<file path="src/rtl/dmem_arbiter_pkg.sv">
// Shared types and constants for the data-memory arbiter.
// Holds the ownership state encoding, port indices and counter width.
package dmem_pkg;

    localparam int unsigned ADDR_W_DEF = 10;
    localparam int unsigned DATA_W_DEF = 32;
    localparam int unsigned CNT_W      = 4;

    typedef enum logic [1:0] {
        ST_IDLE = 2'd0,
        ST_OWN0 = 2'd1,
        ST_OWN1 = 2'd2
    } state_e;

    localparam logic PORT0 = 1'b0;
    localparam logic PORT1 = 1'b1;

endpackage

</file>
<file path="src/rtl/dmem_arbiter_rr_grant2.sv">
// Combinational two-port grant decision: round-robin with a bounded burst.
// Grants are one-hot or zero; reset gating is applied by the caller.
module rr_grant2
    import dmem_pkg::*;
#(
    parameter int unsigned BURST_MAX = 4
) (
    input  logic             req0_i,
    input  logic             req1_i,
    input  state_e           state_i,
    input  logic [CNT_W-1:0] burst_cnt_i,
    input  logic             last_owner_i,
    output logic             gnt0_o,
    output logic             gnt1_o
);

    localparam logic [CNT_W-1:0] BMAX = CNT_W'(BURST_MAX);

    always_comb begin
        gnt0_o = req0_i;
        gnt1_o = req1_i;
        if (req0_i && req1_i) begin
            case (state_i)
                ST_OWN0: gnt0_o = (burst_cnt_i < BMAX);
                ST_OWN1: gnt0_o = (burst_cnt_i >= BMAX);
                default: gnt0_o = (last_owner_i == PORT1);
            endcase
            gnt1_o = ~gnt0_o;
        end
    end

endmodule

</file>
<file path="src/rtl/dmem_arbiter.sv">
// Two-requester arbiter in front of a 1024x32 data memory (combinational read,
// clocked write). Tracks burst ownership and returns registered read data.
module dmem_arbiter
    import dmem_pkg::*;
#(
    parameter int unsigned ADDR_W    = ADDR_W_DEF,
    parameter int unsigned DATA_W    = DATA_W_DEF,
    parameter int unsigned BURST_MAX = 4
) (
    input  logic              Clock,
    input  logic              Reset_n,
    input  logic              Req0,
    input  logic              We0,
    input  logic [ADDR_W-1:0] Addr0,
    input  logic [DATA_W-1:0] WData0,
    output logic              Gnt0,
    output logic [DATA_W-1:0] RData0,
    output logic              RValid0,
    input  logic              Req1,
    input  logic              We1,
    input  logic [ADDR_W-1:0] Addr1,
    input  logic [DATA_W-1:0] WData1,
    output logic              Gnt1,
    output logic [DATA_W-1:0] RData1,
    output logic              RValid1,
    output logic [ADDR_W-1:0] MemAddress,
    output logic [DATA_W-1:0] MemWriteData,
    output logic              MemRead,
    output logic              MemWrite,
    input  logic [DATA_W-1:0] MemReadData
);

    localparam logic [CNT_W-1:0] BMAX = CNT_W'(BURST_MAX);

    state_e           state_q, state_d;
    logic [CNT_W-1:0] cnt_q, cnt_d;
    logic             last_q, last_d;
    logic             gnt0_raw, gnt1_raw;
    logic [DATA_W-1:0] rdata0_q, rdata1_q;
    logic             rvalid0_q, rvalid1_q;

    rr_grant2 #(.BURST_MAX(BURST_MAX)) u_grant (
        .req0_i      (Req0),
        .req1_i      (Req1),
        .state_i     (state_q),
        .burst_cnt_i (cnt_q),
        .last_owner_i(last_q),
        .gnt0_o      (gnt0_raw),
        .gnt1_o      (gnt1_raw)
    );

    // Gating by Reset_n keeps a write issued during reset from reaching memory.
    always_comb begin
        Gnt0         = Reset_n & gnt0_raw;
        Gnt1         = Reset_n & gnt1_raw;
        MemAddress   = Gnt1 ? Addr1 : Addr0;
        MemWriteData = Gnt1 ? WData1 : WData0;
        MemWrite     = (Gnt0 & We0) | (Gnt1 & We1);
        MemRead      = (Gnt0 & ~We0) | (Gnt1 & ~We1);
    end

    always_comb begin
        state_d = state_q;
        cnt_d   = cnt_q;
        last_d  = last_q;
        if (Gnt0) begin
            if (state_q == ST_OWN0) begin
                if (cnt_q < BMAX) cnt_d = cnt_q + 1'b1;
            end else begin
                state_d = ST_OWN0;
                cnt_d   = CNT_W'(1);
                last_d  = PORT0;
            end
        end else if (Gnt1) begin
            if (state_q == ST_OWN1) begin
                if (cnt_q < BMAX) cnt_d = cnt_q + 1'b1;
            end else begin
                state_d = ST_OWN1;
                cnt_d   = CNT_W'(1);
                last_d  = PORT1;
            end
        end else begin
            state_d = ST_IDLE;
            cnt_d   = '0;
        end
    end

    always_ff @(posedge Clock or negedge Reset_n) begin
        if (!Reset_n) begin
            state_q <= ST_IDLE;
            cnt_q   <= '0;
            last_q  <= PORT1;
        end else begin
            state_q <= state_d;
            cnt_q   <= cnt_d;
            last_q  <= last_d;
        end
    end

    always_ff @(posedge Clock or negedge Reset_n) begin
        if (!Reset_n) begin
            rdata0_q  <= '0;
            rdata1_q  <= '0;
            rvalid0_q <= 1'b0;
            rvalid1_q <= 1'b0;
        end else begin
            rvalid0_q <= Gnt0 & ~We0;
            rvalid1_q <= Gnt1 & ~We1;
            if (Gnt0 && !We0) rdata0_q <= MemReadData;
            if (Gnt1 && !We1) rdata1_q <= MemReadData;
        end
    end

    assign RData0  = rdata0_q;
    assign RData1  = rdata1_q;
    assign RValid0 = rvalid0_q;
    assign RValid1 = rvalid1_q;

endmodule

</file>
<file path="config.mk">
export PLATFORM = sky130hd
export DESIGN_NAME = dmem_arbiter
export DESIGN_NICKNAME = d
export VERILOG_FILES = /design/src/rtl/dmem_arbiter_pkg.sv /design/src/rtl/dmem_arbiter_rr_grant2.sv /design/src/rtl/dmem_arbiter.sv
export SDC_FILE = /design/constraint.sdc
export NUM_CORES = 1
export LEC_CHECK = 0
export ABC_AREA = 1
export ABC_CLOCK_PERIOD_IN_PS = 1900
export CAP_MARGIN = 20
export CORE_MARGIN = 10
export CORE_UTILIZATION = 33
export CTS_BUF_LIST = sky130_fd_sc_hd__clkbuf_4 sky130_fd_sc_hd__clkbuf_8
export CTS_CLUSTER_SIZE = 24
export DETAILED_ROUTE_END_ITERATION = 8
export PLACE_DENSITY = 0.78
export SLEW_MARGIN = 20
export SYNTH_ARGS = -nofsm -noshare
export SYNTH_HDL_FRONTEND = slang
export SYNTH_HIERARCHICAL = 1
export SYNTH_SLANG_ARGS = --single-unit
</file>
<file path="constraint.sdc">
create_clock -name Clock -period 1.9 [get_ports Clock]
set_input_delay 0.38 -clock Clock [delete_from_list [all_inputs] [get_ports Clock]]
set_output_delay 0.38 -clock Clock [all_outputs]
set_load 0.005 [all_outputs]
</file>
==> run notes, run 1 <==
flow finished, numbers: dominant cell type by area after synthesis dfrtp_1, violated checks negative setup slack, nets 841, worst skew pair latency 0.36 ns, AO/OA Area Share 12.6%, setup ws final -0.512 ns, PortBufs 233, Post-synth top cells nand2_1 (209), dfrtp_1 (72), inv_1 (49), CP Max Fanout 7, layout cells sized above 1 30.1%, FP Util 33.8%, Setup violations, final 98, yosys xor share 0%, status finished, violations left, largest net degree at the start of global routing 67, CTS resizes 273, CTS tree built, DR WL/cell 19.7 um, EDFF count, synth 0, CP required 1.52 ns, drt first pass iters 4, worst reg2reg path startpoint state_q[1]$_DFFE_PN0P_, io pins 234, Final ANT Viol Nets 0, antenna violations before repair 0, die width 123 um, Area leader share 51.6%, CTS H-tree lvls 3, DP Worst Slack -0.701 ns, die height 123 um, crit path launch type flop, vias in the first global route 4051, Leak Pwr 3.48 nW, register area share after synthesis 52.3%, Top cells excl fill/tap clkdlybuf4s50_1 (186), nand2_1 (143), dfrtp_1 (72), Worst Reg-to-Reg Cells 12, library cells used by synthesis 23, CP cell instances ha_4, a21boi_4, nand2_2, nand2_4, nand2_8, buf_12, clkbuf_16, nand2_1, nand2_1, buf_2, detailed placement HPWL 11.2 mm, max-capacitance violation count 0, fillers 765
## run 1: final cells by class
| cell class | count | area share (%) |
|---|---|---|
| diodes | 2 | 0.0703 |
| clock buffers | 10 | 1.93 |
| clock inverters | 5 | 0.791 |
| inverters | 52 | 2.88 |
| multi-input cells | 296 | 23.7 |
| flip-flops and latches | 73 | 25.7 |
| well taps | 136 | 2.39 |
| repair buffers | 284 | 42.6 |
## run 1: kinds of logic after synthesis
kind of cell    after synthesis
compound gates               74
fa+ha+maj                     3
buf+inv                      74
flops                        73
simple gates                219
## run 1: registers in the layout, summed over array words and instances (netlist names)
name     cells
cnt_q        4
last_q       1
RData0      32
RData1      32
RValid1      1
RValid0      1
state_q      2
## run 1: worst max-delay path: cells and delay by family, from the launching register on
kind | cells | cell delay, ns
flip-flops | 1 | 0.44
buffers and inverters | 3 | 0.43
AND/OR/NAND/NOR | 5 | 0.36
adder cells (fa/ha/maj) | 1 | 0.28
AND-OR/OR-AND | 1 | 0.16
## run 1: stage by stage
| step | hold WS [ns] | std cells | TNS, ns |
|---|---|---|---|
| after global routing | 0.0205 | 856 | -31.01 |
| after CTS | 0.0239 | 836 | -20.53 |
| after floorplan | 0.0844 | 443 | -0.547 |
| final | 0.0331 | 858 | -24.03 |
| after global placement | 0.381 | 810 | -48.73 |
| after detailed placement | 0.380 | 810 | -53.44 |
## run 1: layer usage
metal	track usage (%)	part of all wire, %	vias up
li1	-	-	1909
met1	19.7	35	1876
met2	32.2	52	207
met3	9.04	10	35
met4	8.17	2.9	0
met5	0	0	-
## run 1: power by group
| group | total [mW] | switching (mW) | internal, mW |
|---|---|---|---|
| Combinational | 2.94 | 1.19 | 1.75 |
| Sequential | 2.27 | 0.257 | 2.01 |
| Clock | 1.21 | 0.578 | 0.632 |
| Total | 6.41 | 2.02 | 4.39 |
Figure 1. Sequential cells grouped by signal name (run 1).
Scale: 2 px per um. Other sequential cells in the stronger gray, the rest of the logic in the fainter gray.
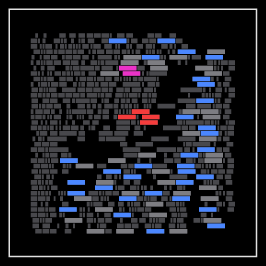
legend:
  RData1:
    color: blue
    sequential_cells: 32
  state_q:
    color: magenta
    sequential_cells: 2
  cnt_q:
    color: red
    sequential_cells: 4
    where: center
Reg area: 1830 um2
Final Util: 68.9%

Figure 2. Gate-type map (run 1).
Scale: 3 px per um.
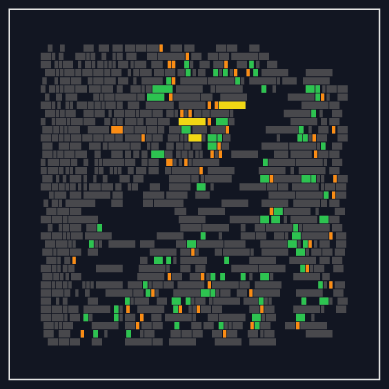
legend:
  inv cells:
    color: orange
    cells: 52
    most_used: inv_1
  aoi and oai cells:
    color: green
    cells: 74
    most_used: o21ai_1
  fa/ha/maj cells:
    color: yellow
    cells: 3
    most_used: ha_4
logic share of the area: 23.7%
Post-Layout Cell Count: 858
most numerous logic cell after layout: clkdlybuf4s50_1

Figure 3. Wiring by layer (run 1).
Scale: 3 px per um.
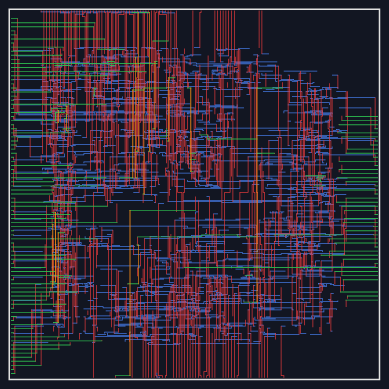
legend:
  M2:
    color: red
    wire_length: 8810 um
  M3:
    color: green
    wire_length: 1750 um
  M1:
    color: blue
    wire_length: 5870 um
  M4:
    color: orange
    wire_length: 494 um

==> run 1 -> run 2 <==
--- a/config.mk
+++ b/config.mk
@@ -14,7 +14,7 @@
 export CTS_CLUSTER_SIZE = 24
 export DETAILED_ROUTE_END_ITERATION = 8
 export PLACE_DENSITY = 0.78
-export SLEW_MARGIN = 20
+export SLEW_MARGIN = 10
 export SYNTH_ARGS = -nofsm -noshare
 export SYNTH_HDL_FRONTEND = slang
 export SYNTH_HIERARCHICAL = 1
==> run 2 against run 1 <==
Against the previous run:
- the flow still finishes with violations (negative setup slack)
- sequential power hardly changed
- global-route usage unchanged
- via count is the same
- non-clock buffer count did not move
- count of clock-buffer cells in the layout stayed put
- synthesized cell count unchanged
- hold slack unchanged
- critical endpoint unchanged
- largest cell class unchanged
==> run notes, run 2 <==
flow finished, numbers: status finished, violations left, violated checks negative setup slack, fillers 765, dpl cells 810, clock sink total 73, M1 GR Usage 19.7%, DRT met1 WL 5.87 mm, GRT met3 Usage 9.04%, vias in the first global route 4051, crit path launch type flop, nets 841, max-capacitance violation count 0, Top cells excl fill/tap clkdlybuf4s50_1 (186), nand2_1 (143), dfrtp_1 (72), setup ws final -0.512 ns, Leak Pwr 3.48 nW, Crit path depth 10, Std-Cell Core Area 10300 um2, Final ANT Viol Nets 0, met3 wire length 1.75 mm, library cells used by synthesis 23, Final Util 68.9%, PortBufs 233, io pins 234, die height 123 um, dominant cell type by area after synthesis dfrtp_1, Fin Setup TNS -24.03 ns, Top Layer Used met4, antenna violations before repair 0, detailed placement HPWL 11.2 mm, CTS tree built, Post-Layout Cell Count 858, CP required 1.52 ns, FP Util 33.8%, CTS H-tree lvls 3, hold_ws 0.0331 ns, Setup violations, final 98, EDFF count, synth 0, CP Max Fanout 7, layout cells sized above 1 30.1%, Buf/Inv on CP 3, delay-heaviest family, CP flip-flops, largest net degree at the start of global routing 67, GR Util met2 32.2%, CP cell instances ha_4, a21boi_4, nand2_2, nand2_4, nand2_8, buf_12, clkbuf_16, nand2_1, nand2_1, buf_2, worst skew pair latency 0.36 ns, die width 123 um, register area share after synthesis 52.3%
[run 2: cell counts after synthesis]
Identical to the previous run, type by type.
[run 2: final cells by class]
class | instances | area [um2] | area share (%)
antenna | 2 | 5.00 | 0.0703
sequential | 73 | 1830 | 25.7
inverter | 52 | 205 | 2.88
tap | 136 | 170 | 2.39
multi-input combinational | 296 | 1680 | 23.7
timing repair buffer | 284 | 3030 | 42.6
clock inverter | 5 | 56.3 | 0.791
clock buffer | 10 | 138 | 1.93
[run 2: path summary, 6_finish.rpt]
check | start | to | slack (ns)
min in group Clock | RData0[5]$_DFFE_PN0P_ | RData0[5]$_DFFE_PN0P_ | 0.49
min reg2reg | RData0[5]$_DFFE_PN0P_ | RData0[5]$_DFFE_PN0P_ | 0.49
max in group asynchronous | Reset_n | RData1[27]$_DFFE_PN0P_ | 1.05
min | Reset_n | state_q[0]$_DFFE_PN0P_ | 0.03
max | state_q[1]$_DFFE_PN0P_ | MemWriteData[11] | -0.51
max reg2reg | state_q[1]$_DFFE_PN0P_ | RData0[11]$_DFFE_PN0P_ | -0.11
[run 2: where the power goes]
group | switching (mW) | internal [mW] | leakage, nW
registers | 0.257 | 2.01 | 0.916
logic | 1.19 | 1.75 | 2.47
clock network | 0.578 | 0.632 | 0.0981
[run 2: repair_timing]
| item | CTS | global route |
|---|---|---|
| gates resized | 273 | 87 |
| buffers inserted | 7 | 6 |
| pin swaps | 30 | 18 |
| setup endpoints to repair | 112 | 116 |
| gates cloned | 5 | 14 |
[run 2: kinds of logic after synthesis]
logic type / after synthesis / synth area share (%)
adders and majority gates: 3 / 1.07
buffers and inverters: 74 / 10.1
and+or+nand+nor: 219 / 23.9
DFF: 73 / 52.3
AOI/OAI and AO/OA: 74 / 12.6
Figure 4. Wiring by layer (run 2).
Scale: 3 px per um.
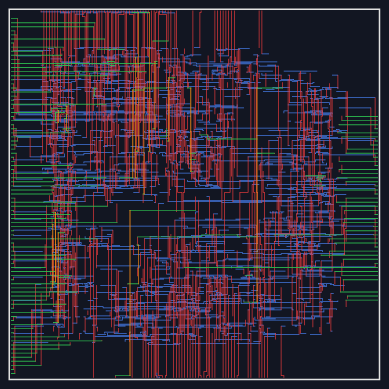
legend:
  M4:
    color: orange
    wire_length: 494 um
  M2:
    color: red
    wire_length: 8810 um
  M3:
    color: green
    wire_length: 1750 um
  M1:
    color: blue
    wire_length: 5870 um
overall routing resource usage: 19.0%
DR WL/cell: 19.7 um
via count: 4027

Figure 5. Gate-type map (run 2).
Scale: 3 px per um.
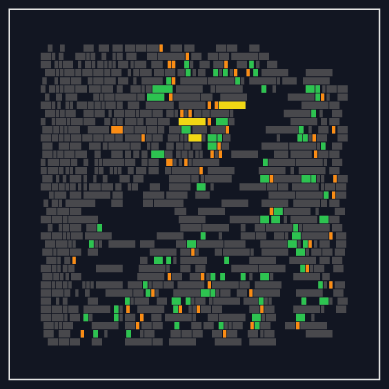
legend:
  fa/ha/maj cells:
    color: yellow
    cells: 3
    most_used: ha_4
  aoi and oai cells:
    color: green
    cells: 74
    most_used: o21ai_1
  inv cells:
    color: orange
    cells: 52
    most_used: inv_1

Figure 6. Sequential cells grouped by signal name (run 2).
Scale: 2 px per um. Other sequential cells in the stronger gray, the rest of the logic in the fainter gray.
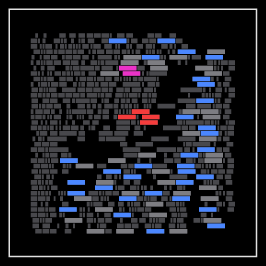
legend:
  RData1:
    color: blue
    sequential_cells: 32
  state_q:
    color: magenta
    sequential_cells: 2
  cnt_q:
    color: red
    sequential_cells: 4
    where: center
not colored: 35
sequential cell area share: 25.7%
Power Sequential: 2.27 mW

Power and IR drop assume default switching activity.
